===== config.mk =====
export PLATFORM = sky130hd
export DESIGN_NAME = seg7_scan_driver
export DESIGN_NICKNAME = d
export VERILOG_FILES = /design/src/rtl/seg7_pkg.sv /design/src/rtl/seg7_decoder.sv /design/src/rtl/seg7_scan_driver.sv
export SDC_FILE = /design/constraint.sdc
export NUM_CORES = 1
export LEC_CHECK = 0
export CORE_MARGIN = 4
export CORE_UTILIZATION = 60
export DETAILED_ROUTE_END_ITERATION = 6
export DONT_BUFFER_PORTS = 1
export PLACE_DENSITY = 0.76
export SKIP_LAST_GASP = 1
export SYNTH_ARGS = -nofsm -noshare
export SYNTH_HDL_FRONTEND = slang
export SYNTH_SLANG_ARGS = --single-unit

===== constraint.sdc =====
create_clock -name clk_clk -period 5.4 [get_ports clk_clk]
set_input_delay 1.08 -clock clk_clk [delete_from_list [all_inputs] [get_ports clk_clk]]
set_output_delay 1.08 -clock clk_clk [all_outputs]
set_load 0.05 [all_outputs]

===== src/rtl/seg7_pkg.sv =====
// -----------------------------------------------------------------------------
// seg7_pkg
// Shared definitions for the 4-digit 7-segment scan driver:
//   - active-high glyph constants, bit order g..a (bit 6 = g, bit 0 = a)
//   - bit offsets of the fields inside the packed PIO word
//   - scan FSM state type
// No ports (package).
// -----------------------------------------------------------------------------
package seg7_pkg;

    localparam logic [6:0] SEG_0     = 7'h3F;
    localparam logic [6:0] SEG_1     = 7'h06;
    localparam logic [6:0] SEG_2     = 7'h5B;
    localparam logic [6:0] SEG_3     = 7'h4F;
    localparam logic [6:0] SEG_4     = 7'h66;
    localparam logic [6:0] SEG_5     = 7'h6D;
    localparam logic [6:0] SEG_6     = 7'h7D;
    localparam logic [6:0] SEG_7     = 7'h07;
    localparam logic [6:0] SEG_8     = 7'h7F;
    localparam logic [6:0] SEG_9     = 7'h6F;
    localparam logic [6:0] SEG_A     = 7'h77;
    localparam logic [6:0] SEG_B     = 7'h7C;  // lower-case b
    localparam logic [6:0] SEG_C     = 7'h39;
    localparam logic [6:0] SEG_D     = 7'h5E;  // lower-case d
    localparam logic [6:0] SEG_E     = 7'h79;
    localparam logic [6:0] SEG_F     = 7'h71;
    localparam logic [6:0] SEG_BLANK = 7'h00;

    // Field layout of the PIO word
    localparam int DIG_LSB   = 0;   // [15:0]  nibble i = digit i
    localparam int DP_LSB    = 16;  // [19:16] dp[i]
    localparam int BLINK_LSB = 20;  // [23:20] blink[i]
    localparam int COLON_BIT = 24;
    localparam int EN_BIT    = 25;
    localparam int WORD_USED = 26;  // bits [31:26] carry nothing for us

    typedef enum logic {
        BLANK = 1'b0,
        DRIVE = 1'b1
    } scan_state_e;

endpackage


===== src/rtl/seg7_decoder.sv =====
// -----------------------------------------------------------------------------
// seg7_decoder
// Combinational nibble -> active-high segment pattern (g..a).
// Build option: SEG7_HEX_DECODE_EN
//   defined   : nibbles A-F show A, b, C, d, E, F
//   undefined : nibbles A-F show a blank digit; 0-9 unchanged
// Ports:
//   nibble_i  in  4  value to display
//   seg_o     out 7  segments g..a, 1 = lit
// -----------------------------------------------------------------------------
module seg7_decoder
    import seg7_pkg::*;
(
    input  logic [3:0] nibble_i,
    output logic [6:0] seg_o
);

    always_comb begin
        seg_o = SEG_BLANK;
        case (nibble_i)
            4'h0:    seg_o = SEG_0;
            4'h1:    seg_o = SEG_1;
            4'h2:    seg_o = SEG_2;
            4'h3:    seg_o = SEG_3;
            4'h4:    seg_o = SEG_4;
            4'h5:    seg_o = SEG_5;
            4'h6:    seg_o = SEG_6;
            4'h7:    seg_o = SEG_7;
            4'h8:    seg_o = SEG_8;
            4'h9:    seg_o = SEG_9;
`ifdef SEG7_HEX_DECODE_EN
            4'hA:    seg_o = SEG_A;
            4'hB:    seg_o = SEG_B;
            4'hC:    seg_o = SEG_C;
            4'hD:    seg_o = SEG_D;
            4'hE:    seg_o = SEG_E;
            4'hF:    seg_o = SEG_F;
`endif
            default: seg_o = SEG_BLANK;
        endcase
    end

endmodule


===== src/rtl/seg7_scan_driver.sv =====
// -----------------------------------------------------------------------------
// seg7_scan_driver
// Consumer of the NIOS 32-bit 7-segment PIO export. The word is snapshotted
// into a shadow register once per frame (digit 3 -> 0 wrap), so a frame never
// mixes old and new digits. Each digit slot starts with DEAD_CYCLES of all
// anodes off to stop ghosting, then drives one anode of a common-anode display.
// Blink, decimal points, colon (dp of digit 1) and global enable are applied
// from the shadow word. Every pin is registered, one cycle behind FSM state.
// Build option: SEG7_HEX_DECODE_EN (see seg7_decoder) selects hex glyphs A-F.
// Parameters:
//   CLK_HZ, DIGIT_HZ : SLOT = CLK_HZ/DIGIT_HZ cycles per digit
//   DEAD_CYCLES      : blank cycles at slot start, must be < SLOT
//   BLINK_HZ         : blink phase toggles every CLK_HZ/(2*BLINK_HZ) cycles
// Ports:
//   clk_clk        in   1   system clock
//   reset_reset_n  in   1   asynchronous active-low reset
//   pio_word       in   32  packed digits/dp/blink/colon/enable
//   seg_n          out  7   segments g..a, active-low
//   dp_n           out  1   decimal point, active-low
//   an_n           out  4   anodes, active-low, one-hot or all-off
//   frame_sync     out  1   one-cycle pulse when the shadow word reloads
// -----------------------------------------------------------------------------
module seg7_scan_driver
    import seg7_pkg::*;
#(
    parameter int CLK_HZ      = 50_000_000,
    parameter int DIGIT_HZ    = 4_000,
    parameter int DEAD_CYCLES = 64,
    parameter int BLINK_HZ    = 2
) (
    input  logic        clk_clk,
    input  logic        reset_reset_n,
    input  logic [31:0] pio_word,
    output logic [6:0]  seg_n,
    output logic        dp_n,
    output logic [3:0]  an_n,
    output logic        frame_sync
);

    localparam int SLOT  = CLK_HZ / DIGIT_HZ;
    localparam int HALF  = CLK_HZ / (2 * BLINK_HZ);
    localparam int CNT_W = (SLOT > 1) ? $clog2(SLOT) : 1;
    localparam int BLK_W = (HALF > 1) ? $clog2(HALF) : 1;

    localparam logic [CNT_W-1:0] SLOT_LAST = CNT_W'(SLOT - 1);
    localparam logic [CNT_W-1:0] DEAD_VAL  = CNT_W'(DEAD_CYCLES);
    localparam logic [BLK_W-1:0] HALF_LAST = BLK_W'(HALF - 1);

    // Scan state
    logic [CNT_W-1:0]     cnt_q, cnt_d;
    logic [1:0]           digit_q, digit_d;
    scan_state_e          state_q, state_d;
    logic [WORD_USED-1:0] shadow_q, shadow_d;
    logic                 frame_end;

    // Blink divider
    logic [BLK_W-1:0]     blk_q, blk_d;
    logic                 phase_q, phase_d;

    // Output registers
    logic [6:0]           seg_q, seg_d;
    logic                 dp_q, dp_d;
    logic [3:0]           an_q, an_d;
    logic                 fs_q, fs_d;

    logic [6:0]           glyph;
    logic [3:0]           nibble;
    logic                 blanked;
    logic                 dp_on;
    logic                 unused_hi;

    assign unused_hi = ^pio_word[31:WORD_USED];

    // Counter, digit index and FSM state advance together; state is derived
    // from the next count so state_q always matches cnt_q.
    always_comb begin
        frame_end = (cnt_q == SLOT_LAST) && (digit_q == 2'd3);
        if (cnt_q == SLOT_LAST) begin
            cnt_d   = '0;
            digit_d = digit_q + 2'd1;
        end else begin
            cnt_d   = cnt_q + CNT_W'(1);
            digit_d = digit_q;
        end
        state_d  = (cnt_d >= DEAD_VAL) ? DRIVE : BLANK;
        shadow_d = frame_end ? pio_word[WORD_USED-1:0] : shadow_q;
    end

    always_comb begin
        if (blk_q == HALF_LAST) begin
            blk_d   = '0;
            phase_d = ~phase_q;
        end else begin
            blk_d   = blk_q + BLK_W'(1);
            phase_d = phase_q;
        end
    end

    assign nibble = shadow_q[DIG_LSB + 4 * int'(digit_q) +: 4];

    seg7_decoder u_decoder (
        .nibble_i (nibble),
        .seg_o    (glyph)
    );

    // Blink blanks segments and dp only; the anode still follows the scan so
    // the duty cycle of the other digits is unaffected.
    always_comb begin
        blanked = !shadow_q[EN_BIT]
                  || (shadow_q[BLINK_LSB + int'(digit_q)] && phase_q);
        dp_on   = shadow_q[DP_LSB + int'(digit_q)]
                  || (shadow_q[COLON_BIT] && (digit_q == 2'd1));
        an_d    = 4'hF;
        seg_d   = 7'h7F;
        dp_d    = 1'b1;
        if (state_q == DRIVE) begin
            an_d  = ~(4'b0001 << digit_q);
            seg_d = blanked ? 7'h7F : ~glyph;
            dp_d  = ~(dp_on && !blanked);
        end
        fs_d = frame_end;
    end

    always_ff @(posedge clk_clk or negedge reset_reset_n) begin
        if (!reset_reset_n) begin
            cnt_q    <= '0;
            digit_q  <= 2'd0;
            state_q  <= BLANK;
            shadow_q <= '0;
            blk_q    <= '0;
            phase_q  <= 1'b0;
            seg_q    <= 7'h7F;
            dp_q     <= 1'b1;
            an_q     <= 4'hF;
            fs_q     <= 1'b0;
        end else begin
            cnt_q    <= cnt_d;
            digit_q  <= digit_d;
            state_q  <= state_d;
            shadow_q <= shadow_d;
            blk_q    <= blk_d;
            phase_q  <= phase_d;
            seg_q    <= seg_d;
            dp_q     <= dp_d;
            an_q     <= an_d;
            fs_q     <= fs_d;
        end
    end

    assign seg_n      = seg_q;
    assign dp_n       = dp_q;
    assign an_n       = an_q;
    assign frame_sync = fs_q;

endmodule


**Power grid**

The bar under the picture is 20 µm long. Pins as bars on the die edge. Tap cells in grey.
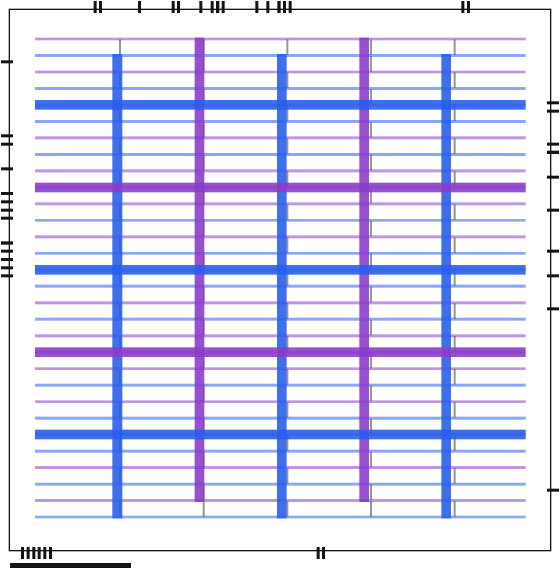
Purple is VDD. Blue is VSS.
5 straps on met4. 77 tap cells. 5 straps on met5.
maximum VDD drop: 0.215 mV
Vert. Die Dim: 89.1 µm
Core Region: 0.00639 mm²
Die X: 89.1 µm

**Cells coloured by class**

The bar under the picture is 20 µm long.
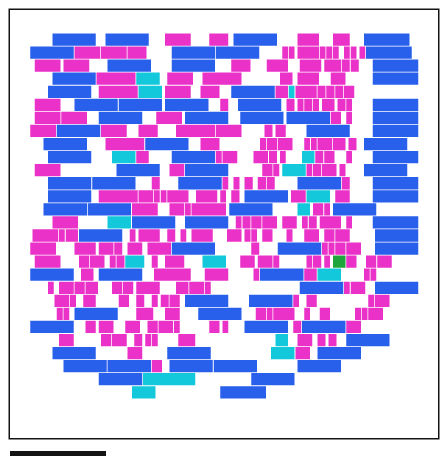
Magenta is remaining logic cells, cells 229, share of their area 44%. Blue is registers, cells 81, share of their area 50%. Cyan is clock drivers and dummy loads, cells 16, share of their area 5.1%. Green is remaining buffers and delay cells, cells 1, share of their area 0.19%.
fin area: 0.00415 mm²
FP Rows: 29
Seq area share: 49.2%
final core utilization: 65.0%

==> impl_metrics.toml <==
# yosys + openroad results
[run]
drv_cap = 0
warnings = 40

[yosys]
synth_chip_area_mm2 = 0.00395
synth_area_mm2 = 0.00395
synth_seq_share_pct = 51.7
synth.ff_latch_count = 81
yosys.area.top_type = "dfrtp_1"
area_leaders = "dfrtp_1 44%, dfstp_2 8.0%, mux2_4 7.6%"
common_cells = "69 x dfrtp_1, 28 x nand2_1, 28 x nor2_1, 22 x xnor2_1, 20 x mux2_4"
yosys_cells = 324
top_area_share_pct = 43.7
avgSynthCellArea_um2 = 12.2
ys_types = 47
edf_count = 0
synthCells = 324
synth-main-ff-cell = "dfrtp_1"
async_reset_ff_share_pct = 100
ys_warn_count = 0
synth.most_common_cell = "dfrtp_1"
fp_nets = 370

[setup_path]
cp.arrival_ns = 2.97
cp_slowest_cell = "nor4_4"
critical-path-max-stage-delay_ns = 0.78
crit_buf_inv = 0
worstRegToRegCells = 5
start_kind = "register"
crit_type = "reg2reg"
timing.rr.end = "state_q"
critPathTopFamily = "simple AND/OR/NAND/NOR gates"
worst_ep_required_time_ns = 5.62
critPathMaxFanout = 12
regToRegSetupSlack_ns = 2.65
reg2reg_from = "cnt_q[7]"
critPathCaptureType = "register"
cp_cell_sequence = "or4b_4 > nor4_4 > a211oi_1 > nor4_1 > or4b_1"

[layout]
layout-area-overhead-vs-synth_pct = 5.10
fin_nets = 368
drive_gt1_share_pct = 21.4
seq_area_mm2 = 0.00204
fill_cells = 466
diodes = 0
logic_area_mm2 = 0.00177

[pwr]
p_leak_nw = 1.79
p_comb_share_pct = 2.7
switching_share_pct = 21.4
powerDensity_mw_per_mm2 = 265
p_seq_share_pct = 56.6
p_int_mw = 0.864
p_sw_mw = 0.236

[drt]
drc = 0
drtAntennaViolNets = 0
viasPerCell = 5.83
drt-initial-drc-count = 120
firstDrtPassIters = 4

[timing]
finalSetupViolCount = 0
rsz0062_at_grt = "false"
drv_slew = 0
max_freq_mhz = 363
tns_ns = 0
worst_pin_slew_ns = 0.872
hold_viol = 0
max-slew-margin-rel_pct = 41.4
fin_crit_sh_pct = 51.0
fin_crit_ns = 2.75

[grt]
overflow = 0
grt_pass1_wl_um = 11100
grt_max_degree = 82
grt_pass1_vias = 2337
grt_antenna_before_repair = 0

[cts]
clock_path_buffers = 2
cts_setup_buffers = 0
cts_buffers = 9
clockRootBuffer = "clkbuf_8"
htreeDepth = 3
hold_buffers = 0
clk_pin_slew_worst_paths_ns = 0.08
clock_sink_count = 81
cts-resized-gates = 0
cts_tree = "done"

[placement]
gp_congestion = 0.786
dp_hpwl_um = 4700
portBuffers = 0

[floorplan]
chip_area_mm2 = 0.00794
core_util_floorplan_pct = 61.8
pin_count = 47

[hold_path]
hold_class = "in2async"

[outcome]
status = "finished clean"
**Clock distribution**

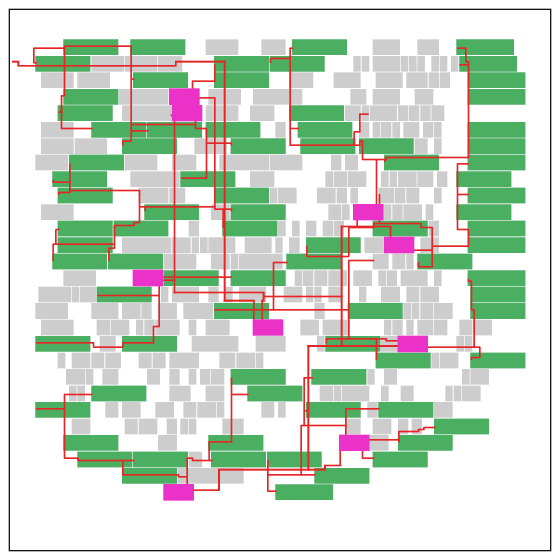
Magenta is clock-net drivers, count 9. Green is flip-flops, count 81. Red is clock wires, length 932 µm.
Position of the flops: spread over the die. There are 10 routed clock nets.
skew final: 0.00861 ns
clk latency late pin: 0.35 ns
clock share of power: 40.8%
Clock group: 0.449 mW

**Wiring by layer**

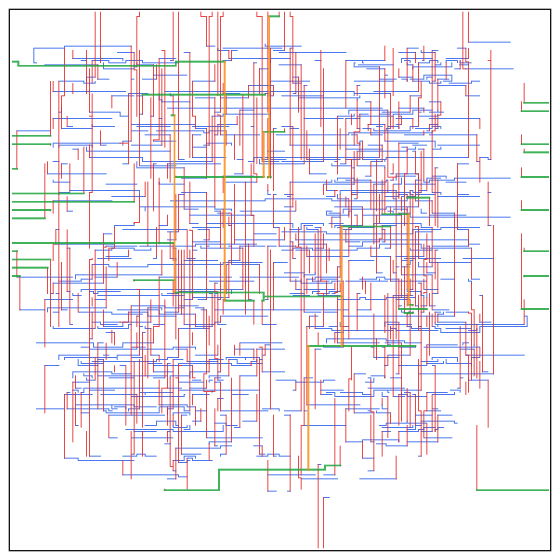
Blue is M1, wire length 3,050 µm. Red is M2, wire length 3,190 µm. Orange is M4, wire length 158 µm. Green is M3, wire length 337 µm.
total routed wirelength: 6730 µm
Avg WL per Cell: 16.6 µm
GRT Util Overall: 18.5%
DR vias: 2,356

[worst max path at each step]
stage / from / endpoint / slack, ns / depth (start not counted)
final: cnt_q[7] / state_q / 2.65 / 5
after global placement: cnt_q[7] / state_q / 2.70 / 5
after global routing: cnt_q[7] / state_q / 2.43 / 5
after floorplan: cnt_q[2] / shadow_q[10] / 3.28 / 7
after CTS: cnt_q[7] / state_q / 2.66 / 5
after detailed placement: cnt_q[7] / state_q / 2.67 / 5
[power groups by stage]
stage / sequential (mW) / combinational, mW / clock, mW
finish: 0.622 / 0.0294 / 0.449
global route: 0.624 / 0.0321 / 0.489
CTS: 0.622 / 0.0295 / 0.461
detailed placement: 0.634 / 0.0294 / 0
global placement: 0.633 / 0.0282 / 0
floorplan: 0.631 / 0.0258 / 0
[per-stage QoR]
step | hold slack [ns] | cell area [µm²] | setup slack [ns] | total power [mW] | instances
2_1_floorplan | 0.430 | 3950 | 3.28 | 0.657 | 324
3_3_place_gp | 0.454 | 3940 | 2.70 | 0.661 | 388
3_5_place_dp | 0.477 | 3940 | 2.67 | 0.663 | 388
4_1_cts | 0.396 | 4150 | 2.66 | 1.11 | 404
5_1_grt | 0.388 | 4150 | 2.43 | 1.14 | 404
6_report | 0.416 | 4150 | 2.65 | 1.10 | 404
[flip-flops by register name, indices dropped and copies added, names as in the netlist]
register    flops
shadow_q       26
blk_q          24
cnt_q          14
seg_n           7
an_n            4
digit_q         2
dp_n            1
frame_sync      1
phase_q         1
state_q         1
[metal layers]
layer  vias up  global-route usage [%]  wire [µm]
met3        16                    5.90        336
met1      1166                    24.3       3050
met4         0                    8.25        157
li1       1128                       -          -
met5         -                       0          0
met2        46                    28.3       3190
[kinds of logic after synthesis]
| logic type | count (synthesis) | synth area share, % |
|---|---|---|
| compound gates | 22 | 3.23 |
| xor+xnor | 32 | 7.10 |
| fa+ha+maj | 12 | 3.80 |
| buf+inv | 22 | 3.65 |
| flops | 81 | 51.7 |
| mux | 35 | 13.6 |
| simple gates | 120 | 16.9 |
[placed cells by master (no fill, tap or decap), types with 2 or more instances in the layout]
master / count
o21ai_0: 11
a211oi_1: 2
nand3b_1: 4
nand4_1: 11
dfstp_2: 12
mux4_2: 6
nand3_1: 12
nor3_1: 5
xor2_1: 10
or2_2: 2
ha_1: 12
and4_1: 3
mux2i_1: 2
xnor2_1: 22
nor4_1: 6
nor2_1: 28
or4b_4: 2
nand2_1: 28
a21oi_1: 5
inv_1: 8
clkinvlp_4: 3
dfrtp_1: 69
mux2_2: 6
or3_1: 2
mux2_4: 20
and2_1: 4
clkbuf_8: 10
[area by class of cell]
class	count	share of cell area [%]
multi-input combinational	221	42.6
clock inverter	5	1.54
clock buffer	11	3.41
tap	77	2.32
timing repair buffer	1	0.181
inverter	8	0.724
sequential	81	49.2
[worst register-to-register path: cells and delay by family, from the launching register on]
kind | cells | cell delay [ns]
DFF | 1 | 0.52
AOI/OAI and AO/OA | 1 | 0.10
and+or+nand+nor | 4 | 2.00
Power figures rest on the tool's default switching activity, not on a simulated workload.
